**Sequential cells colored by netlist name**

Bar = 20 microns. Other sequential cells in the stronger gray, the rest of the logic in the fainter gray.
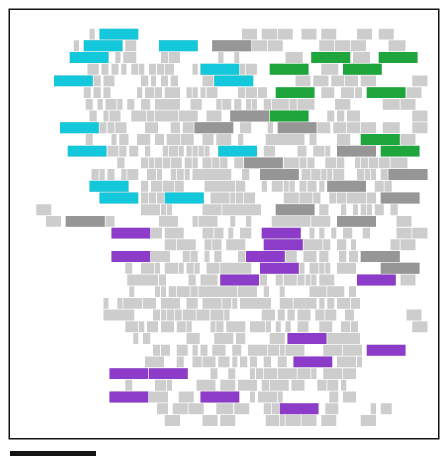
**Metal layers overlaid**

Bar = 20 microns.
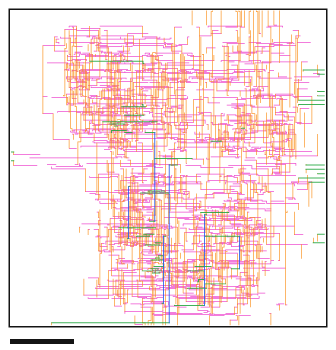
`config.mk`:
```
export PLATFORM = sky130hd
export DESIGN_NAME = slot_payout_ctrl
export DESIGN_NICKNAME = d
export VERILOG_FILES = /design/src/rtl/slot_payout_ctrl_pkg.sv /design/src/rtl/slot_win_eval.sv /design/src/rtl/slot_payout_ctrl.sv
export SDC_FILE = /design/constraint.sdc
export NUM_CORES = 1
export LEC_CHECK = 0
export CORE_MARGIN = 2
export CORE_UTILIZATION = 44
export CTS_BUF_LIST = sky130_fd_sc_hd__clkbuf_16
export DETAILED_ROUTE_END_ITERATION = 6
export PLACE_DENSITY = 0.73
export SYNTH_ARGS = -nofsm -noshare
export SYNTH_HDL_FRONTEND = slang
export SYNTH_SLANG_ARGS = --single-unit
```
`constraint.sdc`:
```
create_clock -name clk -period 11.25 [get_ports clk]
set_clock_uncertainty 0.2 [all_clocks]
set_input_delay 2.25 -clock clk [delete_from_list [all_inputs] [get_ports clk]]
set_output_delay 2.25 -clock clk [all_outputs]
set_load 0.02 [all_outputs]
```
`src/rtl/slot_payout_ctrl_pkg.sv`:
```
// rtl/slot_payout_ctrl_pkg.sv - shared symbols, payout amounts, win codes and FSM states
package slot_payout_ctrl_pkg;

  localparam logic [2:0] SYM_SEVEN = 3'b111;

  localparam int PAY_W = 13;
  localparam logic [PAY_W-1:0] PAY_JACKPOT = 13'd5000;
  localparam logic [PAY_W-1:0] PAY_TRIPLE  = 13'd500;
  localparam logic [PAY_W-1:0] PAY_PAIR    = 13'd50;

  typedef enum logic [1:0] {
    WIN_NONE    = 2'd0,
    WIN_PAIR    = 2'd1,
    WIN_TRIPLE  = 2'd2,
    WIN_JACKPOT = 2'd3
  } win_class_e;

  typedef enum logic [2:0] {
    ST_IDLE   = 3'd0,
    ST_SPIN   = 3'd1,
    ST_SETTLE = 3'd2,
    ST_EVAL   = 3'd3,
    ST_PAY    = 3'd4
  } state_e;

endpackage

```
`src/rtl/slot_win_eval.sv`:
```
// rtl/slot_win_eval.sv - combinational reel classifier, shared with the display logic
module slot_win_eval
  import slot_payout_ctrl_pkg::*;
(
  input  logic [8:0]       reels,
  output logic [1:0]       win_class,
  output logic [PAY_W-1:0] payout
);

  logic [2:0] r1, r2, r3;

  assign r1 = reels[8:6];
  assign r2 = reels[5:3];
  assign r3 = reels[2:0];

  always_comb begin
    win_class = WIN_NONE;
    payout    = '0;
    if (r1 == r2 && r2 == r3) begin
      if (r1 == SYM_SEVEN) begin
        win_class = WIN_JACKPOT;
        payout    = PAY_JACKPOT;
      end else begin
        win_class = WIN_TRIPLE;
        payout    = PAY_TRIPLE;
      end
    end else if (r1 == r2 || r2 == r3 || r1 == r3) begin
      win_class = WIN_PAIR;
      payout    = PAY_PAIR;
    end
  end

endmodule

```
`src/rtl/slot_payout_ctrl.sv`:
```
// rtl/slot_payout_ctrl.sv - spin sequencing, reel sampling and saturating credit payout
module slot_payout_ctrl
  import slot_payout_ctrl_pkg::*;
#(
  parameter int CRED_W        = 16,
  parameter int BET           = 10,
  parameter int COIN_VALUE    = 100,
  parameter int SPIN_CYCLES   = 50,
  parameter int SETTLE_CYCLES = 2,
  parameter int PAY_STEP      = 50
) (
  input  logic              clk,
  input  logic              reset,
  input  logic              coin_in,
  input  logic              spin_req,
  input  logic [2:0]        rng1,
  input  logic [2:0]        rng2,
  input  logic [2:0]        rng3,
  output logic              button_press,
  output logic [CRED_W-1:0] credits,
  output logic [8:0]        reels_q,
  output logic [1:0]        win_class,
  output logic              busy,
  output logic              spin_reject,
  output logic              spin_done
);

  localparam int CNT_W = $clog2(SPIN_CYCLES + SETTLE_CYCLES + 1);
  localparam int SUM_W = CRED_W + 2;
  localparam logic [SUM_W-1:0] CRED_MAX = {2'b00, {CRED_W{1'b1}}};

  state_e            state, state_d;
  logic [CNT_W-1:0]  cnt, cnt_d;
  logic [PAY_W-1:0]  pay_rem, pay_rem_d, pay_tick;
  logic [8:0]        reels_d;
  logic [1:0]        win_d, eval_class;
  logic [PAY_W-1:0]  eval_pay;
  logic              coin_q, spin_q, coin_ev, spin_ev;
  logic              debit, done_d, reject_d;
  logic [SUM_W-1:0]  sum;
  logic [CRED_W-1:0] credits_d;

  assign coin_ev      = coin_in && !coin_q;
  assign spin_ev      = spin_req && !spin_q;
  assign busy         = (state != ST_IDLE);
  assign button_press = (state == ST_SPIN);

  slot_win_eval u_win_eval (
    .reels     (reels_q),
    .win_class (eval_class),
    .payout    (eval_pay)
  );

  always_comb begin
    state_d   = state;
    cnt_d     = cnt;
    pay_rem_d = pay_rem;
    reels_d   = reels_q;
    win_d     = win_class;
    pay_tick  = '0;
    debit     = 1'b0;
    done_d    = 1'b0;
    reject_d  = 1'b0;
    case (state)
      ST_IDLE: begin
        if (spin_ev) begin
          if (credits >= CRED_W'(BET)) begin
            debit   = 1'b1;
            cnt_d   = CNT_W'(SPIN_CYCLES - 1);
            state_d = ST_SPIN;
          end else begin
            reject_d = 1'b1;
          end
        end
      end
      ST_SPIN: begin
        if (cnt == '0) begin
          cnt_d   = CNT_W'(SETTLE_CYCLES - 1);
          state_d = ST_SETTLE;
        end else begin
          cnt_d = cnt - 1'b1;
        end
      end
      ST_SETTLE: begin
        if (cnt == '0) begin
          reels_d = {rng1, rng2, rng3};
          state_d = ST_EVAL;
        end else begin
          cnt_d = cnt - 1'b1;
        end
      end
      ST_EVAL: begin
        win_d     = eval_class;
        pay_rem_d = eval_pay;
        state_d   = ST_PAY;
      end
      ST_PAY: begin
        // A losing spin still spends one PAY cycle so spin_done always fires.
        pay_tick  = (pay_rem > PAY_W'(PAY_STEP)) ? PAY_W'(PAY_STEP) : pay_rem;
        pay_rem_d = pay_rem - pay_tick;
        if (pay_rem_d == '0) begin
          done_d  = 1'b1;
          state_d = ST_IDLE;
        end
      end
      default: state_d = ST_IDLE;
    endcase
  end

  // Debit, coin and payout tick merge into a single sum so only one saturation applies.
  always_comb begin
    sum = SUM_W'(credits)
        - (debit   ? SUM_W'(BET)        : '0)
        + (coin_ev ? SUM_W'(COIN_VALUE) : '0)
        + SUM_W'(pay_tick);
    credits_d = (sum > CRED_MAX) ? {CRED_W{1'b1}} : sum[CRED_W-1:0];
  end

  always_ff @(posedge clk or posedge reset) begin
    if (reset) begin
      state       <= ST_IDLE;
      cnt         <= '0;
      pay_rem     <= '0;
      reels_q     <= '0;
      win_class   <= '0;
      credits     <= '0;
      coin_q      <= 1'b0;
      spin_q      <= 1'b0;
      spin_done   <= 1'b0;
      spin_reject <= 1'b0;
    end else begin
      state       <= state_d;
      cnt         <= cnt_d;
      pay_rem     <= pay_rem_d;
      reels_q     <= reels_d;
      win_class   <= win_d;
      credits     <= credits_d;
      coin_q      <= coin_in;
      spin_q      <= spin_req;
      spin_done   <= done_d;
      spin_reject <= reject_d;
    end
  end

endmodule

```
==> reports/metrics.yaml <==
outcome: "completed"
wl_per_cell_microns: 15.7
cts_resized: 0
clock-root-buffer: "clkbuf_16"
warnings: 26
grt_busiest_layer: "met2"
sequentialPower_uw: 352
rsz0062_at_grt: "no"
yosys_warnings: 0
placedCellCount: 596
buf_share_pct: 9.49
rrSetupSlack_ps: 5910
xor_share_pct: 5.68
clock-sinks: 53
seqPwrFrac_pct: 27.1
cap_violations: 0
muxShareOfSynthArea_pct: 2.78
fp.dieH_microns: 99.4
finalSetupViolCount: 0
top_area_share_pct: 33.1
wl_met3_microns: 303
firstDrtPassIters: 5
netlist_logic_family_top: "AND-OR/OR-AND gates"
synth_top_cell_by_area: "dfrtp_1"
num-nonclk-inverters: 28
drtIter0Drc: 198
dr_total_vias: 3593
placed_cell_area_sq_um: 4540
seq_share_pct: 28.3
die_area_sq_um: 9890
nNonClkBuffers: 45
-- 'sequential cells colored by netlist name' (at the start) --
color	netlist name	flops
cyan	`pay_rem`	13
green	`reels_q`	9
purple	`credits`	16

-- 'metal layers overlaid' (at the start) --
color	layer	wire length
blue	met4	154 microns
magenta	met1	4570 microns
orange	met2	4480 microns
green	met3	304 microns

## tightest hold or removal path: cells and delay by family (launching register included)
kind / cells / cell delay (ps)
simple gates: 2 / 100
flops: 1 / 340
## final timing paths
check,start,to,cells after the start
worst max-delay path,spin_req,credits[4]$_DFF_PP0_,18
worst min-delay path,win_class[1]$_DFFE_PP0P_,win_class[1]$_DFFE_PP0P_,2
worst max register to register,credits[10]$_DFF_PP0_,credits[4]$_DFF_PP0_,20
worst min register to register,win_class[1]$_DFFE_PP0P_,win_class[1]$_DFFE_PP0P_,2
max in group asynchronous,reset,pay_rem[4]$_DFFE_PP0P_,3
min in group asynchronous,reset,credits[13]$_DFF_PP0_,3
